`config.mk`:
```
export PLATFORM = sky130hd
export DESIGN_NAME = compmc_window_filt
export DESIGN_NICKNAME = d
export VERILOG_FILES = /design/src/rtl/compmc_pkg.sv /design/src/rtl/compmc_win_chan.sv /design/src/rtl/compmc_window_filt.sv
export SDC_FILE = /design/constraint.sdc
export NUM_CORES = 1
export LEC_CHECK = 0
export ABC_AREA = 1
export CORE_ASPECT_RATIO = 0.9
export CORE_UTILIZATION = 28
export DETAILED_ROUTE_END_ITERATION = 10
export PLACE_DENSITY_LB_ADDON = 0.05
export SYNTH_ARGS = -nofsm -noshare
export SYNTH_HDL_FRONTEND = slang
export SYNTH_HIERARCHICAL = 1
export SYNTH_SLANG_ARGS = --single-unit
```
`constraint.sdc`:
```
create_clock -name CLK -period 4.4 [get_ports CLK]
set_input_delay 0.88 -clock CLK [delete_from_list [all_inputs] [get_ports CLK]]
set_output_delay 0.88 -clock CLK [all_outputs]
set_load 0.02 [all_outputs]
```
`src/rtl/compmc_pkg.sv`:
```
// Shared definitions for the compmc window comparator.
//   win_state_e : per-channel window state encoding (INSIDE/ABOVE/BELOW)
//   SAT_W       : working width of the saturating helpers (operands are
//                 zero- or sign-extended to SAT_W before the call)
//   sat_*       : saturating add/sub; signed variants clamp to the w-bit
//                 two's-complement range, unsigned variants to [0, 2^w-1]
package compmc_pkg;

   typedef enum logic [1:0] {
      ST_INSIDE = 2'd0,
      ST_ABOVE  = 2'd1,
      ST_BELOW  = 2'd2
   } win_state_e;

   localparam int unsigned SAT_W = 64;

   function automatic logic [SAT_W-1:0] sat_sub_u(input logic [SAT_W-1:0] a,
                                                  input logic [SAT_W-1:0] b);
      return (b > a) ? '0 : (a - b);
   endfunction

   function automatic logic [SAT_W-1:0] sat_add_u(input logic [SAT_W-1:0] a,
                                                  input logic [SAT_W-1:0] b,
                                                  input int unsigned      w);
      logic [SAT_W-1:0] s;
      logic [SAT_W-1:0] lim;
      lim = (SAT_W'(1) << w) - SAT_W'(1);
      s   = a + b;
      return (s > lim) ? lim : s;
   endfunction

   function automatic logic [SAT_W-1:0] sat_sub_s(input logic [SAT_W-1:0] a,
                                                  input logic [SAT_W-1:0] b,
                                                  input int unsigned      w);
      logic signed [SAT_W-1:0] d;
      logic signed [SAT_W-1:0] lim;
      lim = -(SAT_W'(1) << (w - 1));
      d   = $signed(a) - $signed(b);
      return (d < lim) ? lim : d;
   endfunction

   function automatic logic [SAT_W-1:0] sat_add_s(input logic [SAT_W-1:0] a,
                                                  input logic [SAT_W-1:0] b,
                                                  input int unsigned      w);
      logic signed [SAT_W-1:0] s;
      logic signed [SAT_W-1:0] lim;
      lim = (SAT_W'(1) << (w - 1)) - SAT_W'(1);
      s   = $signed(a) + $signed(b);
      return (s > lim) ? lim : s;
   endfunction

endpackage

```
`src/rtl/compmc_win_chan.sv`:
```
// One channel of the window comparator: compare against the window, pick a
// target state, run the persistence filter and drive state/pulse outputs.
// Optional feature macro: STICKY_XING_EN (adds clr_i / sticky_o).
//   clk_i, rst_i      : clock, synchronous active-high reset
//   sample_i          : stage-1 holds a valid sample this cycle
//   a_i               : channel sample
//   hi_i, lo_i        : window thresholds
//   hi_exit_i         : HI-HYST (saturated), leave ABOVE when below it
//   lo_exit_i         : LO+HYST (saturated), leave BELOW when above it
//   filt_i            : required persistence count, already forced >= 1
//   gt_o, lt_o, in_o  : state ABOVE / BELOW / INSIDE
//   xup_o, xdn_o      : 1-cycle pulses on entering ABOVE / BELOW
//   clr_i, sticky_o   : sticky crossing flag and its clear (macro only)
module compmc_win_chan
   import compmc_pkg::*;
#(
   parameter int unsigned WIDTH      = 12,
   parameter int unsigned FILT_W     = 4,
   parameter int unsigned SIGNED_CMP = 0
) (
   input  logic              clk_i,
   input  logic              rst_i,
   input  logic              sample_i,
   input  logic [WIDTH-1:0]  a_i,
   input  logic [WIDTH-1:0]  hi_i,
   input  logic [WIDTH-1:0]  lo_i,
   input  logic [WIDTH-1:0]  hi_exit_i,
   input  logic [WIDTH-1:0]  lo_exit_i,
   input  logic [FILT_W-1:0] filt_i,
   output logic              gt_o,
   output logic              lt_o,
   output logic              in_o,
   output logic              xup_o,
   output logic              xdn_o
`ifdef STICKY_XING_EN
   ,
   input  logic              clr_i,
   output logic              sticky_o
`endif
);

   win_state_e        state_q, state_d;
   win_state_e        cand_q, cand_d;
   win_state_e        target;
   logic [FILT_W-1:0] cnt_q, cnt_d;
   logic              xup_q, xup_d;
   logic              xdn_q, xdn_d;
   logic              above, below, under_hx, over_lx;

   always_comb begin
      if (SIGNED_CMP != 0) begin
         above    = $signed(a_i) > $signed(hi_i);
         below    = $signed(a_i) < $signed(lo_i);
         under_hx = $signed(a_i) < $signed(hi_exit_i);
         over_lx  = $signed(a_i) > $signed(lo_exit_i);
      end else begin
         above    = a_i > hi_i;
         below    = a_i < lo_i;
         under_hx = a_i < hi_exit_i;
         over_lx  = a_i > lo_exit_i;
      end
   end

   // A>HI is tested first everywhere so a HI<LO misconfiguration resolves to ABOVE.
   always_comb begin
      target = state_q;
      unique case (state_q)
         ST_ABOVE: begin
            if (above)         target = ST_ABOVE;
            else if (below)    target = ST_BELOW;
            else if (under_hx) target = ST_INSIDE;
         end
         ST_BELOW: begin
            if (above)        target = ST_ABOVE;
            else if (over_lx) target = ST_INSIDE;
         end
         default: begin
            if (above)      target = ST_ABOVE;
            else if (below) target = ST_BELOW;
            else            target = ST_INSIDE;
         end
      endcase
   end

   always_comb begin
      logic [FILT_W-1:0] cnt_next;
      state_d  = state_q;
      cand_d   = cand_q;
      cnt_d    = cnt_q;
      xup_d    = 1'b0;
      xdn_d    = 1'b0;
      cnt_next = cnt_q;
      if (sample_i) begin
         if (target == state_q) begin
            cnt_d = '0;
         end else begin
            // A changed candidate (or an idle counter) restarts the run at 1.
            if ((cnt_q != '0) && (target == cand_q)) begin
               cnt_next = (&cnt_q) ? cnt_q : cnt_q + FILT_W'(1);
            end else begin
               cnt_next = FILT_W'(1);
            end
            cand_d = target;
            if (cnt_next >= filt_i) begin
               state_d = target;
               cnt_d   = '0;
               xup_d   = (target == ST_ABOVE);
               xdn_d   = (target == ST_BELOW);
            end else begin
               cnt_d = cnt_next;
            end
         end
      end
   end

   always_ff @(posedge clk_i) begin
      if (rst_i) begin
         state_q <= ST_INSIDE;
         cand_q  <= ST_INSIDE;
         cnt_q   <= '0;
         xup_q   <= 1'b0;
         xdn_q   <= 1'b0;
      end else begin
         state_q <= state_d;
         cand_q  <= cand_d;
         cnt_q   <= cnt_d;
         xup_q   <= xup_d;
         xdn_q   <= xdn_d;
      end
   end

   assign gt_o  = (state_q == ST_ABOVE);
   assign lt_o  = (state_q == ST_BELOW);
   assign in_o  = (state_q == ST_INSIDE);
   assign xup_o = xup_q;
   assign xdn_o = xdn_q;

`ifdef STICKY_XING_EN
   logic sticky_q;

   // Set from the visible pulse, so a clear in the pulse cycle loses to it.
   always_ff @(posedge clk_i) begin
      if (rst_i) begin
         sticky_q <= 1'b0;
      end else if (xup_q || xdn_q) begin
         sticky_q <= 1'b1;
      end else if (clr_i) begin
         sticky_q <= 1'b0;
      end
   end

   assign sticky_o = sticky_q;
`endif

endmodule

```
`src/rtl/compmc_window_filt.sv`:
```
// N-channel registered window comparator with hysteresis and persistence
// filtering. Stage 1 registers the EN-qualified sample and the saturated
// exit thresholds; stage 2 (one compmc_win_chan per channel) updates state.
// Optional feature macro: STICKY_XING_EN (adds CLR / STICKY).
//   CLK, RST          : clock, synchronous active-high reset
//   EN                : sample strobe
//   A                 : CHANNELS packed samples, channel i at A[i*WIDTH +: WIDTH]
//   HI_TH, LO_TH      : shared window thresholds
//   HYST              : hysteresis magnitude (unsigned)
//   FILT              : persistence count, 0 treated as 1
//   GT, LT, IN        : per-channel state ABOVE / BELOW / INSIDE
//   XUP, XDN          : per-channel entry pulses
//   VALID             : pulse aligned with each state update
//   CLR, STICKY       : sticky crossing flags and clear (macro only)
module compmc_window_filt
   import compmc_pkg::*;
#(
   parameter int unsigned WIDTH      = 12,
   parameter int unsigned CHANNELS   = 4,
   parameter int unsigned FILT_W     = 4,
   parameter int unsigned SIGNED_CMP = 0
) (
   input  logic                      CLK,
   input  logic                      RST,
   input  logic                      EN,
   input  logic [CHANNELS*WIDTH-1:0] A,
   input  logic [WIDTH-1:0]          HI_TH,
   input  logic [WIDTH-1:0]          LO_TH,
   input  logic [WIDTH-1:0]          HYST,
   input  logic [FILT_W-1:0]         FILT,
   output logic [CHANNELS-1:0]       GT,
   output logic [CHANNELS-1:0]       LT,
   output logic [CHANNELS-1:0]       IN,
   output logic [CHANNELS-1:0]       XUP,
   output logic [CHANNELS-1:0]       XDN,
   output logic                      VALID
`ifdef STICKY_XING_EN
   ,
   input  logic                      CLR,
   output logic [CHANNELS-1:0]       STICKY
`endif
);

   logic [CHANNELS*WIDTH-1:0] a_q;
   logic [WIDTH-1:0]          hi_q, lo_q;
   logic [WIDTH-1:0]          hi_exit_q, hi_exit_d;
   logic [WIDTH-1:0]          lo_exit_q, lo_exit_d;
   logic [FILT_W-1:0]         filt_q;
   logic                      sample_q;
   logic                      valid_q;

   always_comb begin
      logic [SAT_W-1:0] hi_ext, lo_ext, hyst_ext;
      hyst_ext = SAT_W'(HYST);
      if (SIGNED_CMP != 0) begin
         hi_ext    = {{(SAT_W-WIDTH){HI_TH[WIDTH-1]}}, HI_TH};
         lo_ext    = {{(SAT_W-WIDTH){LO_TH[WIDTH-1]}}, LO_TH};
         hi_exit_d = WIDTH'(sat_sub_s(hi_ext, hyst_ext, WIDTH));
         lo_exit_d = WIDTH'(sat_add_s(lo_ext, hyst_ext, WIDTH));
      end else begin
         hi_ext    = SAT_W'(HI_TH);
         lo_ext    = SAT_W'(LO_TH);
         hi_exit_d = WIDTH'(sat_sub_u(hi_ext, hyst_ext));
         lo_exit_d = WIDTH'(sat_add_u(lo_ext, hyst_ext, WIDTH));
      end
   end

   always_ff @(posedge CLK) begin
      if (RST) begin
         a_q       <= '0;
         hi_q      <= '0;
         lo_q      <= '0;
         hi_exit_q <= '0;
         lo_exit_q <= '0;
         filt_q    <= FILT_W'(1);
         sample_q  <= 1'b0;
         valid_q   <= 1'b0;
      end else begin
         sample_q <= EN;
         valid_q  <= sample_q;
         if (EN) begin
            a_q       <= A;
            hi_q      <= HI_TH;
            lo_q      <= LO_TH;
            hi_exit_q <= hi_exit_d;
            lo_exit_q <= lo_exit_d;
            filt_q    <= (FILT == '0) ? FILT_W'(1) : FILT;
         end
      end
   end

   assign VALID = valid_q;

   for (genvar i = 0; i < CHANNELS; i++) begin : g_chan
      compmc_win_chan #(
         .WIDTH      (WIDTH),
         .FILT_W     (FILT_W),
         .SIGNED_CMP (SIGNED_CMP)
      ) u_chan (
         .clk_i     (CLK),
         .rst_i     (RST),
         .sample_i  (sample_q),
         .a_i       (a_q[i*WIDTH +: WIDTH]),
         .hi_i      (hi_q),
         .lo_i      (lo_q),
         .hi_exit_i (hi_exit_q),
         .lo_exit_i (lo_exit_q),
         .filt_i    (filt_q),
         .gt_o      (GT[i]),
         .lt_o      (LT[i]),
         .in_o      (IN[i]),
         .xup_o     (XUP[i]),
         .xdn_o     (XDN[i])
`ifdef STICKY_XING_EN
         ,
         .clr_i     (CLR),
         .sticky_o  (STICKY[i])
`endif
      );
   end

endmodule

```
### Routing congestion map, run 1

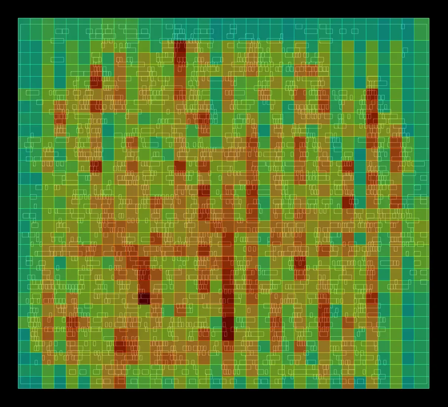
WL per Instance: 17.0 um
met3 usage: 2.97%
met2 Use GR: 32.9%
GRT busiest layer: met2

### Sequential cells grouped by signal name, run 1

(1.5 px per um) Other sequential cells in the stronger grey, the rest of the logic in the fainter grey.
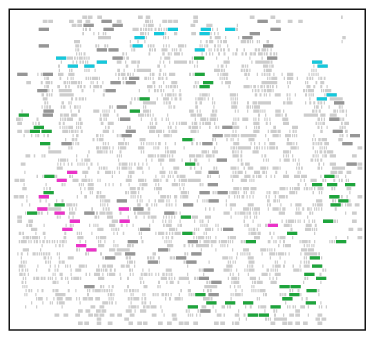
legend:
  green:
    netlist_name: a_q
    sequential_cells: 48
    where: all over the die
  cyan:
    netlist_name: g_chan.u_chan/cnt_q
    sequential_cells: 16
  magenta:
    netlist_name: hi_exit_q
    sequential_cells: 12
not coloured: 66
P_seq: 0.00158 W
sequential share of cell area: 17.6%
Post-Route Utilization: 33.5%
flip-flop and latch area: 2840 um2

==> metrics.yaml, run 1 <==
sta:
  worst_slack_ns: 0.567
  fin_worst_skew_ns: 0.0149
  tns_ns: 0
  max_freq_mhz: 261
  setup_viol: 0
  worstMarginPinSlew_ns: 1.18
  rsz0062_at_grt: "no"
  fin_crit_sh_pct: 87.1
synthesis:
  yosys-top-cells-count: "459 x nand2_1, 436 x inv_1, 282 x nor2_1"
  top_cell_area_share_pct: 22.1
  synthesis.area_um2: 13800
  area_leaders: "ha_1 22%, dfxtp_1 21%, nand2_1 12%"
  async_flop_share_pct: 0
  ys_sh_adder_pct: 22.3
  synth-simple-area-share_pct: 32.0
  synth.cellmix.compoundShare_pct: 9.71
  yosysWarnings: 6
  synth_cell_types: 36
  syn_area_per_cell_um2: 6.41
  xor_area_share_pct: 1.68
  ys_seq_share_pct: 20.5
  logic_family: "simple AND/OR/NAND/NOR gates"
placement:
  io_buffers: 111
final_layout:
  lay_top_count: "nand2_1"
  largest_registers: "a_q: 48 flops, g_chan.u_chan/cnt_q: 16 flops"
  area_share_clock_buf_inv_pct: 3.57
  nFlopsAndLatches: 142
  comb_area_share_pct: 56.3
  logic_area_um2: 9100
  lay_top_cells: "459 x nand2_1, 436 x inv_1, 282 x nor2_1, 244 x ha_1, 142 x dfxtp_1"
  inv_count: 458
  n_all_buffers: 118
  layout.cells.non_filler: 2898
  comb_cells: 1525
  diodes: 0
  design_area_um2: 16200
route:
  viasPerCell: 4.55
  drt_first_iter_violations: 655
  wl_mm: 49.3
  dr.pass1.iters: 5
  num_vias: 13193
  drc: 0
  dr_wl_met3_mm: 1.77
  maxUsedRoutingLayer: "met4"
  met2_length_mm: 21.8
global_routing:
  track_usage_pct: 20.3
  met1_usage_pct: 27.6
  grt_max_degree: 76
  antenna_found_initial: 0
  overflow: 0
critical_path:
  cp_max_fo: 5
  path_common_cell: "nand2_1"
  reg2regPathDepth: 26
  cp-endpoint: "g_chan[0].u_chan/cnt_q[3]$_SDFFE_PP0P_"
  startpoint: "hi_exit_q[9]$_SDFFE_PP0P_"
  crit_family: "simple AND/OR/NAND/NOR gates"
  slowest_delay_ns: 0.59
  cp_data_required_time_ns: 4.82
  critPathKind: "flip-flop to flip-flop"
  rrSetupSlack_ns: 0.57
  timing.rr.start: "hi_exit_q[9]$_SDFFE_PP0P_"
die:
  die_w_um: 236
  core_area_um2: 48300
  die_h_um: 213
  initial_core_util_pct: 28.6
  num_rows: 76
worst_hold_path:
  holdPathEnd: "g_chan[2].u_chan/cand_q[0]$_SDFFE_PP0P_"
clock_tree:
  tritoncts: "built"
  path_clk_slew_ns: 0.07
  clk_latency_ns: 0.49
  numCtsBuffers: 17
  cts_resized: 0
power:
  p_clk_w: 0.00151
  leakagePower_nw: 8.18
  power.internal_w: 0.00296
  power.density_nw_per_um2: 305
  finalPower_w: 0.00494
  peakVddDrop_v: 0.000342
  power_frac_seq_pct: 31.9
  clockPowerShare_pct: 30.6
  maxPowerGroup: "combinational cells"
  p_comb_w: 0.00185
  p_comb_share_pct: 37.4
run:
  warnings: 38
  maxCapViolCount: 0
run_status:
  status: "finished, final reports clean"
### A small window of the routed layout, run 1

Region (106, 94) to (131, 119) um. Cells in grey, sequential cells in the stronger grey; small squares are vias.
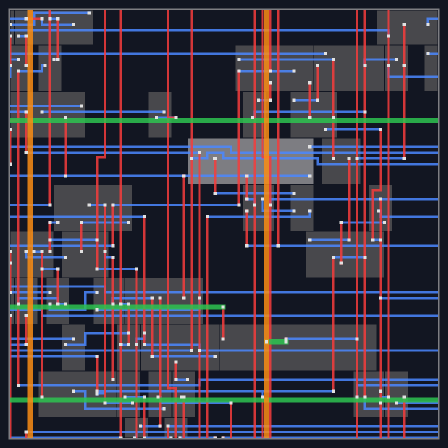
legend:
  orange:
    layer: met4
  blue:
    layer: met1
  red:
    layer: met2
  green:
    layer: met3
netlist names of flops here include: a_q (1)
most frequent: ha_1 (8), inv_1 (7), nor2_1 (5)
sequential cells in the window: 1
cells with their middle in the window: 35

==> run 1 -> run 2 <==
--- a/config.mk
+++ b/config.mk
@@ -6,7 +6,7 @@
 export NUM_CORES = 1
 export LEC_CHECK = 0
 export ABC_AREA = 1
-export CORE_ASPECT_RATIO = 0.9
+export CORE_ASPECT_RATIO = 0.7
 export CORE_UTILIZATION = 28
 export DETAILED_ROUTE_END_ITERATION = 10
 export PLACE_DENSITY_LB_ADDON = 0.05
==> constraint.sdc (replaced) <==
create_clock -name CLK -period 3.6 [get_ports CLK]
set_input_delay 0.72 -clock CLK [delete_from_list [all_inputs] [get_ports CLK]]
set_output_delay 0.72 -clock CLK [all_outputs]
set_load 0.02 [all_outputs]
==> run 2 against run 1 <==
  * Register-to-register slack worse by 0.36 ns
  * Hold slack worse by 0.0023 ns
  * Synthesized area did not move
  * Combinational power rose by 42%
  * Global-route usage shrank 0.48 points
  * Fmax is 13% higher
  * Largest power group unchanged
  * Sequential power rose by about 20%
  * Setup slack got worse by 0.36 ns
  * Clock skew down 0.0014 ns
  * Critical endpoint is now g_chan[1].u_chan/state_q[0]$_SDFFE_PP0P_
==> metrics.yaml, run 2 <==
run_status:
  status: "finished, final reports clean"
sta:
  setup_viol: 0  # unchanged
  tns_ns: 0  # unchanged
  fin_crit_sh_pct: 94.3  # +7.2 points
critical_path:
  timing.rr.start: "lo_exit_q[7]$_SDFFE_PP0P_"
  cp-endpoint: "g_chan[1].u_chan/state_q[0]$_SDFFE_PP0P_"
  critPathKind: "flip-flop to flip-flop"
  cp_data_required_time_ns: 4.00  # -0.82 ns
  cp_max_fo: 4  # -1
  rrSetupSlack_ns: 0.20  # -0.36 ns
clock_tree:
  numCtsBuffers: 17  # unchanged
  path_clk_slew_ns: 0.06  # about the same
  clk_latency_ns: 0.46  # -0.03 ns
  cts_resized: 8  # +8
  tritoncts: "built"
power:
  leakagePower_nw: 8.68  # +6.1%
  finalPower_w: 0.00635  # +29%
  p_comb_w: 0.00263  # +42%
  power.density_nw_per_um2: 357  # +17%
  peakVddDrop_v: 0.000239  # -30%
  maxPowerGroup: "combinational cells"
  power.internal_w: 0.00380  # +28%
  p_comb_share_pct: 41.4  # +4.0 points
  p_seq_w: 0.00190  # +20%
  p_clk_w: 0.00182  # +21%
global_routing:
  met1_usage_pct: 29.8  # +2.2 points
  overflow: 0  # unchanged
  top_usage_layer: "met1"
  gr-usage-met3_pct: 3.91  # +0.94 points
  met2_usage_pct: 28.8  # -4.1 points
  antenna_found_initial: 0  # unchanged
  grt_max_degree: 102  # +34%
route:
  dr_wl_met3_mm: 2.17  # +22%
  drc: 0  # unchanged
  wl_mm: 49.3  # about the same
  met2_length_mm: 20.2  # -7.4%
  num_vias: 13465  # +2.1%
synthesis:
  ys_seq_share_pct: 20.5  # unchanged
  area_leaders: "ha_1 22%, dfxtp_1 21%, nand2_1 12%"
  synth_cell_types: 36  # unchanged
  logic_family: "simple AND/OR/NAND/NOR gates"
  synthesis.area_um2: 13800  # unchanged
  async_flop_share_pct: 0  # unchanged
  xor_area_share_pct: 1.68  # unchanged
  syn_area_per_cell_um2: 6.41  # unchanged
  synth-simple-area-share_pct: 32.0  # unchanged
  ys_sh_adder_pct: 22.3  # unchanged
final_layout:
  flop_area_um2: 2940  # +3.4%
  nFlopsAndLatches: 142  # unchanged
  seq_share_pct: 16.5  # -1.0 points
  comb_cells: 1525  # unchanged
  comb_area_share_pct: 54.4  # -1.9 points
  diodes: 2  # +2
  lay_top_cells: "436 x nand2_1, 421 x inv_1, 273 x nor2_1, 230 x ha_1, 109 x clkdlybuf4s50_1"
  lay_top_count: "nand2_1"
  inv_count: 458  # unchanged
die:
  die_h_um: 188  # -12%
  num_rows: 67  # -12%
  die_w_um: 268  # +13%
  initial_core_util_pct: 28.7  # about the same
  core_area_um2: 48300  # about the same
run:
  warnings: 41  # +7.9%
  maxCapViolCount: 0  # unchanged
### Hierarchy map, run 2

(1.5 px per um) Other cells in grey.
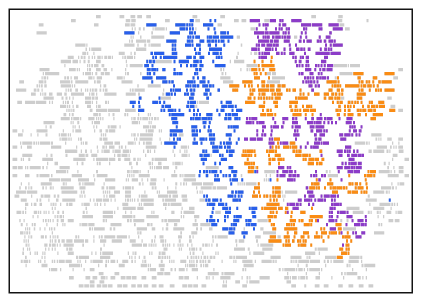
legend:
  purple:
    instance: g_chan[2].u_chan
    cells: 374
  blue:
    instance: g_chan[3].u_chan
    cells: 373
  orange:
    instance: g_chan[1].u_chan
    cells: 382
Post-Route Utilization: 36.8%
Die Size: 50,300 um2
Post-Layout Cell Count: 3,006

### Routing congestion map, run 2

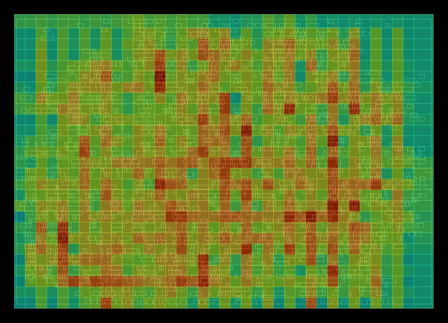
WL per Instance: 16.4 um
GR Util All Layers: 19.8%

### Cell sizes after repair, run 2

(2 px per um)
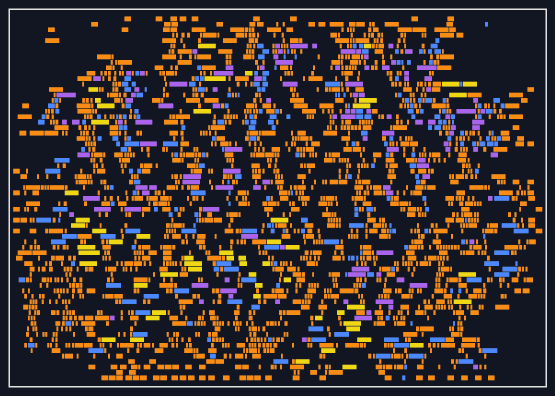
legend:
  orange:
    size: drive 1 or less
    cells: 1,929
  blue:
    size: drive 2
    cells: 250
  purple:
    size: drive 3 to 4
    cells: 114
  yellow:
    size: drive 6 and up
    cells: 56
Plain + repair buffers: 195
final worst setup slack: 0.204 ns

No activity file was given, so power comes from the tool's default toggle rates.
